### src/rtl/ra_writer_if.sv
// ra_writer_if: VRAM write port between the RA generator (master) and the VRAM arbiter (slave)
interface ra_writer_if #(
  parameter int ADDR_W = 24
);
  logic              ra_vram_wr;
  logic [ADDR_W-1:0] ra_vram_addr;
  logic [31:0]       ra_vram_dout;
  logic              ra_vram_wait;
  modport master (output ra_vram_wr, ra_vram_addr, ra_vram_dout, input ra_vram_wait);
  modport slave (input ra_vram_wr, ra_vram_addr, ra_vram_dout, output ra_vram_wait);
endinterface

### src/rtl/ra_writer.sv
// ra_writer: Region Array generator writing one RA entry per tile to VRAM; RA_DUMMY_HEAD_EN adds a blank head entry
module ra_writer #(
  parameter int ADDR_W = 24,
  parameter int TILE_W = 6
) (
  input  logic              clock,
  input  logic              reset,
  input  logic              ra_gen_trig,
  input  logic [31:0]       FPU_PARAM_CFG,
  input  logic [31:0]       TA_ALLOC_CTRL,
  input  logic [31:0]       REGION_BASE,
  input  logic [ADDR_W-1:0] OL_BASE,
  input  logic [TILE_W-1:0] tiles_x_m1,
  input  logic [TILE_W-1:0] tiles_y_m1,
  input  logic              ra_zclear,
  input  logic              ra_flush,
  ra_writer_if.master       vram,
  output logic              ra_busy,
  output logic              ra_done,
  output logic [ADDR_W-1:0] ol_end
);
  typedef enum logic [2:0] {IDLE, SETUP, PREP, WRITE, DONE} state_t;
  state_t state, state_nx;
  logic v2, zclear, flush, head;
  logic [1:0] fld [5];
  logic [7:0] sz [5];
  logic [ADDR_W-1:0] base [5];
  logic [ADDR_W-1:0] ptr [5];
  logic [TILE_W-1:0] xm1, ym1, x, y;
  logic [ADDR_W-1:0] pool, addr, inc;
  logic [2:0] k, w, t;
  logic [12:0] num_tiles;
  logic accept, entry_end, last_tile;
  logic [31:0] word;
  logic unused_cfg;
  assign unused_cfg = ^{FPU_PARAM_CFG[31:22], FPU_PARAM_CFG[20:0], TA_ALLOC_CTRL[31:18],
                        TA_ALLOC_CTRL[15:14], TA_ALLOC_CTRL[11:10], TA_ALLOC_CTRL[7:6],
                        TA_ALLOC_CTRL[3:2], REGION_BASE[31:23]};
  // Per-type OPB size in bytes: 0 when the field is 0 (and pt in v1), else 16 << field
  for (genvar i = 0; i < 5; i++) begin : g_sz
    assign sz[i] = (fld[i] == 2'd0 || (i == 4 && !v2)) ? 8'd0 : 8'd16 << fld[i];
  end
  assign num_tiles = (13'(xm1) + 13'd1) * (13'(ym1) + 13'd1);
  assign inc       = sz[k] == 8'd0 ? '0 : ADDR_W'(num_tiles) << (3'd4 + 3'(fld[k]));
  assign accept    = vram.ra_vram_wr && !vram.ra_vram_wait;
  assign entry_end = w == (v2 ? 3'd5 : 3'd4);
  assign last_tile = !head && x == xm1 && y == ym1;
  assign t         = w - 3'd1;
  assign vram.ra_vram_addr = addr;
  // Word being offered: control word at w=0, then one pointer per list type
  always_comb begin
    word = 32'h8000_0000;
    if (w == 3'd0)
      word = head ? {1'b0, zclear, 1'b0, flush, 28'd0}
                  : {last_tile, zclear, 1'b0, flush, 14'd0, 6'(y), 6'(x), 2'b00};
    else if (!head && sz[t] != 8'd0)
      word = {8'h00, 24'(ptr[t])};
  end
  // State register
  always_ff @(posedge clock) begin
    if (reset) state <= IDLE;
    else state <= state_nx;
  end
  // Next state and handshake outputs
  always_comb begin
    state_nx = state;
    vram.ra_vram_wr = state == WRITE;
    vram.ra_vram_dout = state == WRITE ? word : 32'd0;
    ra_busy = state == SETUP || state == PREP || state == WRITE;
    ra_done = state == DONE;
    case (state)
      IDLE:    state_nx = ra_gen_trig ? SETUP : IDLE;
      SETUP:   state_nx = k == 3'd4 ? PREP : SETUP;
      PREP:    state_nx = WRITE;
      WRITE:   state_nx = (accept && entry_end && last_tile) ? DONE : WRITE;
      default: state_nx = IDLE;
    endcase
  end
  // Configuration snapshot taken when a trigger is accepted
  always_ff @(posedge clock) begin
    if (reset) begin
      v2 <= 1'b0;
      zclear <= 1'b0;
      flush <= 1'b0;
      xm1 <= '0;
      ym1 <= '0;
      for (int i = 0; i < 5; i++) fld[i] <= 2'd0;
    end else if (state == IDLE && ra_gen_trig) begin
      v2 <= FPU_PARAM_CFG[21];
      zclear <= ra_zclear;
      flush <= ra_flush;
      xm1 <= tiles_x_m1;
      ym1 <= tiles_y_m1;
      for (int i = 0; i < 5; i++) fld[i] <= TA_ALLOC_CTRL[4*i +: 2];
    end
  end
  // Pool carving: one list type per SETUP cycle, pool grows by num_tiles*size via shift
  always_ff @(posedge clock) begin
    if (reset) begin
      k <= 3'd0;
      pool <= '0;
      ol_end <= '0;
      for (int i = 0; i < 5; i++) base[i] <= '0;
    end else if (state == IDLE && ra_gen_trig) begin
      k <= 3'd0;
      pool <= OL_BASE;
    end else if (state == SETUP) begin
      base[k] <= pool;
      pool <= pool + inc;
      ol_end <= pool + inc;
      k <= k + 3'd1;
    end
  end
  // Tile walk: address, word index, tile coordinates and per-type cursors
  always_ff @(posedge clock) begin
    if (reset) begin
      addr <= '0;
      w <= 3'd0;
      x <= '0;
      y <= '0;
      for (int i = 0; i < 5; i++) ptr[i] <= '0;
    end else if (state == IDLE && ra_gen_trig) begin
      addr <= ADDR_W'(REGION_BASE[22:0]);
    end else if (state == PREP) begin
      w <= 3'd0;
      x <= '0;
      y <= '0;
      for (int i = 0; i < 5; i++) ptr[i] <= base[i];
    end else if (accept) begin
      addr <= addr + ADDR_W'(4);
      w <= entry_end ? 3'd0 : w + 3'd1;
      if (entry_end && !head) begin
        x <= x == xm1 ? '0 : x + TILE_W'(1);
        y <= x == xm1 ? y + TILE_W'(1) : y;
        for (int i = 0; i < 5; i++) ptr[i] <= ptr[i] + ADDR_W'(sz[i]);
      end
    end
  end
`ifdef RA_DUMMY_HEAD_EN
  // Head entry is pending from PREP until its last word is accepted
  always_ff @(posedge clock) begin
    if (reset) head <= 1'b0;
    else if (state == PREP) head <= 1'b1;
    else if (accept && entry_end) head <= 1'b0;
  end
`else
  assign head = 1'b0;
`endif
endmodule

### src/flat_wrapper.sv
// flat-port wrapper written by rule: the top's interface ports become plain ports
module ra_writer_flat 
#(
  parameter int ADDR_W = 24,
  parameter int TILE_W = 6
)
  (clock, reset, ra_gen_trig, FPU_PARAM_CFG, TA_ALLOC_CTRL, REGION_BASE, OL_BASE, tiles_x_m1, tiles_y_m1, ra_zclear, ra_flush, ra_busy, ra_done, ol_end, vram_ra_vram_wr, vram_ra_vram_addr, vram_ra_vram_dout, vram_ra_vram_wait);
  ra_writer_if #(.ADDR_W(ADDR_W)) vram_i ();
  input  logic clock;
  input  logic reset;
  input  logic ra_gen_trig;
  input  logic [31:0] FPU_PARAM_CFG;
  input  logic [31:0] TA_ALLOC_CTRL;
  input  logic [31:0] REGION_BASE;
  input  logic [ADDR_W-1:0] OL_BASE;
  input  logic [TILE_W-1:0] tiles_x_m1;
  input  logic [TILE_W-1:0] tiles_y_m1;
  input  logic ra_zclear;
  input  logic ra_flush;
  output logic ra_busy;
  output logic ra_done;
  output logic [ADDR_W-1:0] ol_end;
  output wire logic [$bits(vram_i.ra_vram_wr)-1:0] vram_ra_vram_wr;
  output wire logic [$bits(vram_i.ra_vram_addr)-1:0] vram_ra_vram_addr;
  output wire logic [$bits(vram_i.ra_vram_dout)-1:0] vram_ra_vram_dout;
  input wire logic [$bits(vram_i.ra_vram_wait)-1:0] vram_ra_vram_wait;
  assign vram_ra_vram_wr = vram_i.ra_vram_wr;
  assign vram_ra_vram_addr = vram_i.ra_vram_addr;
  assign vram_ra_vram_dout = vram_i.ra_vram_dout;
  assign vram_i.ra_vram_wait = vram_ra_vram_wait;
  ra_writer #(.ADDR_W(ADDR_W), .TILE_W(TILE_W)) u_core (.clock(clock), .reset(reset), .ra_gen_trig(ra_gen_trig), .FPU_PARAM_CFG(FPU_PARAM_CFG), .TA_ALLOC_CTRL(TA_ALLOC_CTRL), .REGION_BASE(REGION_BASE), .OL_BASE(OL_BASE), .tiles_x_m1(tiles_x_m1), .tiles_y_m1(tiles_y_m1), .ra_zclear(ra_zclear), .ra_flush(ra_flush), .vram(vram_i), .ra_busy(ra_busy), .ra_done(ra_done), .ol_end(ol_end));
endmodule
### config.mk
export PLATFORM = sky130hd
export DESIGN_NAME = ra_writer_flat
export DESIGN_NICKNAME = d
export VERILOG_FILES = /design/src/rtl/ra_writer_if.sv /design/src/rtl/ra_writer.sv /design/src/flat_wrapper.sv
export SDC_FILE = /design/constraint.sdc
export NUM_CORES = 1
export LEC_CHECK = 0
export CORE_UTILIZATION = 35
export CTS_CLUSTER_SIZE = 25
export DETAILED_ROUTE_END_ITERATION = 16
export PLACE_DENSITY_LB_ADDON = 0.08
export SLEW_MARGIN = 25
export SYNTH_ARGS = -nofsm -noshare
export SYNTH_HDL_FRONTEND = slang
export SYNTH_SLANG_ARGS = --single-unit
### constraint.sdc
create_clock -name clock -period 19.85 [get_ports clock]
set_input_delay 3.97 -clock clock [delete_from_list [all_inputs] [get_ports clock]]
set_output_delay 3.97 -clock clock [all_outputs]
set_load 0.005 [all_outputs]
==> images/congestion.png <==
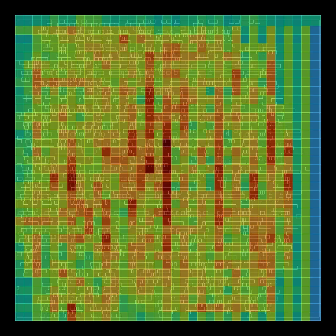
final core utilization: 42.1%
total global-route track usage: 20.3%

==> images/placement_by_type.png <==
The bar under the picture is 50 um long.
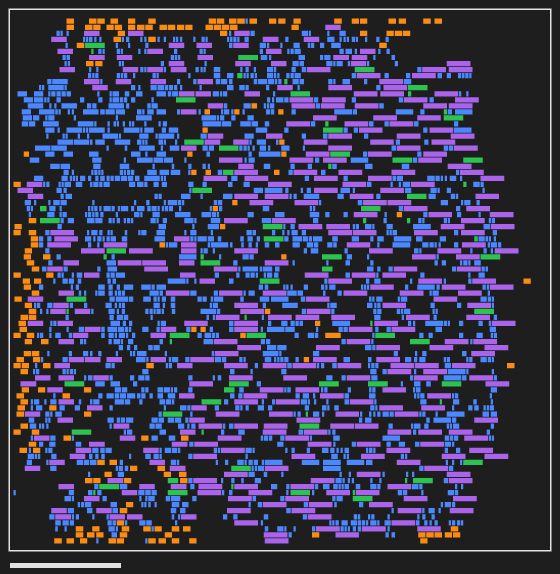
- orange: other buffers and delay cells (cells 177; share of their area 7.5%)
- green: clock drivers and dummy loads (cells 75; share of their area 5.8%)
- blue: combinational and other logic (cells 1565; share of their area 44%)
- purple: flops (cells 361; share of their area 42%)

==> images/clk_routes.png <==
The bar under the picture is 50 um long.
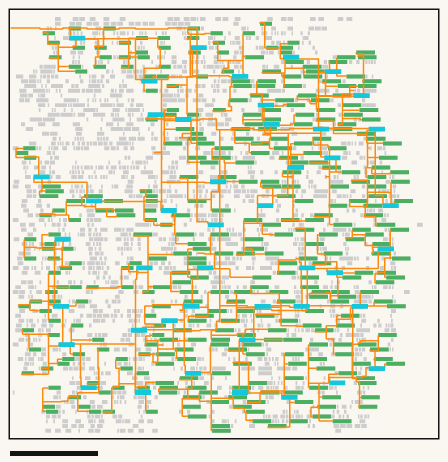
- orange: clock wires (length 5510 um)
- cyan: clock drivers (count 44)
- green: flip-flops (count 361)
- routed clock nets: 45

==> images/wires.png <==
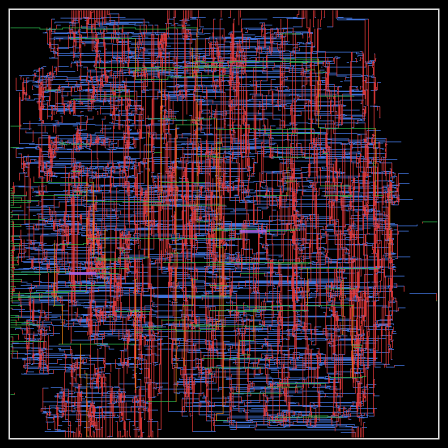
- orange: metal 4 (wire length 1330 um)
- green: metal 3 (wire length 2570 um)
- blue: metal 1 (wire length 28.6 mm)
- purple: metal 5 (wire length 27.6 um)
- red: metal 2 (wire length 27.8 mm)

==> results.tsv <==
stage	metric	value	unit
worst_hold_path	Hold Path Class	flip-flop to flip-flop	
global_route	vias in the first global route	14800	
floorplan	core area	0.0569	mm^2
place	DPL Wire Length	40.8	mm
clock_network	CTS tree	yes	
setup_path	Buf/Inv on CP	3	
power	Top Consumer	registers	
final_layout	Final nets	2388	
final_layout	Regs by FF count	u_core.base (120), u_core.ptr (116)	
synthesis	Mapped Area	0.0203	mm^2
setup_path	Crit. End Element	flip-flop	
synthesis	largest area contributor in the netlist	edfxtp_1	
power	seq pwr	0.885	mW
synthesis	Synth Flop Type	edfxtp_1	
clock_network	# Post-CTS Setup Buffers	0	
global_route	initial antenna violation count	5	
setup_path	delay-heaviest family, CP	adder cells	
sta	final setup fails	0	
clock_network	CTS buffer count	44	
detailed_routing	DRT iter0 DRCs	1034	
global_route	met1 Usage GRT	28.8	%
floorplan	die height	243	um
detailed_routing	Routed Antenna Nets	0	
synthesis	Post-synth EDFFs	250	
clock_network	CTS H-Tree Depth	2	
global_route	largest net degree at the start of global routing	93	
synthesis	Yosys Chip Area	0.0203	mm^2
detailed_routing	DRC Markers	0	
sta	Final Max Slew Viols	0	
clock_network	clock insertion delay at the later pin of the skew report	570	ps
final_layout	Largest Register	u_core.base	
detailed_routing	Routed WL per cell	20.5	um
synthesis	top post-synthesis cells by area	edfxtp_1 37%, dfxtp_1 11%, nand2_1 5.5%	
detailed_routing	vias	15100	
setup_path	most used cell along the critical path	fa_1	
sta	skew final	15.4	ps
setup_path	max incr delay on CP	730	ps
floorplan	die width	243	um
final_layout	most frequent logic cell in the layout	nand2_1	
setup_path	startpoint types	flip-flop	
synthesis	top cells by count	297 x nand2_1, 250 x edfxtp_1, 174 x nor2_1	
power	switching share of total power	26.0	%
sta	Slew @ Worst Pin	982	ps
power	clock power share	41.2	%
synthesis	ys async rst share	0	%
global_route	grt met3 use	3.21	%
power	P_int	1.36	mW
sta	final period utilization	40.2	%
synthesis	register share after synthesis	47.8	%
setup_path	crit path max fanout	14	
power	P_sw	0.478	mW
power	P_comb	0.198	mW
global_route	busiest grt layer	met2	
clock_network	Clk pin slew, worst setup/hold paths	60	ps
synthesis	ys cells	2022	
power	Seq pwr share	48.1	%
synthesis	Post-Synthesis Cells	2022	
clock_network	clk buf depth	3	
sta	Final Worst Setup Slack	11870	ps
detailed_routing	routed wire length	60.3	mm
power	peak supply drop	0.0505	mV
synthesis	Ys Warns	0	
sta	Tmin final	7980	ps
synthesis	Distinct lib cells used	77	
setup_path	Crit-path slowest cell	dfxtp_1	
outcome	outcome	complete, no violations	
synthesis	top-count cell post-synth	nand2_1	
sta	fmax	0.125	GHz
final_layout	Top Layout Cells	296 x nand2_1, 250 x edfxtp_1, 174 x nor2_1	
sta	RSZ-0062 raised after global routing	no	
global_route	global-route met2 utilization	32.1	%
place	Placer Congestion	0.866	
[worst min-delay path: stages, from the launching register on]
cell and delay [ps]:
dfxtp_1 300, nand2_1 50, a21oi_1 50
[kinds of logic (layout without fill, tap and decap cells)]
family	count (synthesis)	after routing	share of synthesized area, %
other	1	8	0.0184
adder cells (fa/ha/maj)	101	101	7.28
buffers and inverters	158	309	3.32
AND/OR/NAND/NOR	846	846	20.3
AND-OR/OR-AND	338	338	9.90
XOR/XNOR	165	165	7.14
flip-flops	361	361	47.8
multiplexers	52	52	4.23
[per-layer routing]
metal	routed length (um)	share of wire (%)
met4	1330	2.2
met2	27800	46
met1	28600	47
met3	2570	4.3
met5	27	0.045
[path summary, 6_finish.rpt]
path,cells past startpoint,from,slack [ps],endpoint
max,25,u_core.ym1[0],11870,u_core.ol_end[23]
min,2,u_core.zclear,450,u_core.zclear
max reg2reg,25,u_core.ym1[0],11870,u_core.ol_end[23]
min reg2reg,2,u_core.zclear,450,u_core.zclear
[layout make-up]
type / instances / area [um^2]
multi-input cells: 1508 / 10000
inverters: 57 / 214
fillers: 5511 / 33000
well taps: 756 / 946
clock buffers: 60 / 1240
diodes: 2 / 5.00
repair buffers: 177 / 1720
flip-flops and latches: 361 / 9730
clock inverters: 15 / 78.8
[metrics by stage]
stage	utilization (%)	power [mW]	hold WS, ps	area, um^2	cells
after floorplan	-	1.00	432	20400	2027
after global placement	39.7	1.10	441	22600	2858
after detailed placement	39.7	1.10	445	22600	2858
after CTS	42.0	1.86	454	23900	2933
after global routing	42.1	1.91	481	23900	2934
final	42.1	1.84	451	23900	2936
Power is estimated from default activity; no workload was simulated.
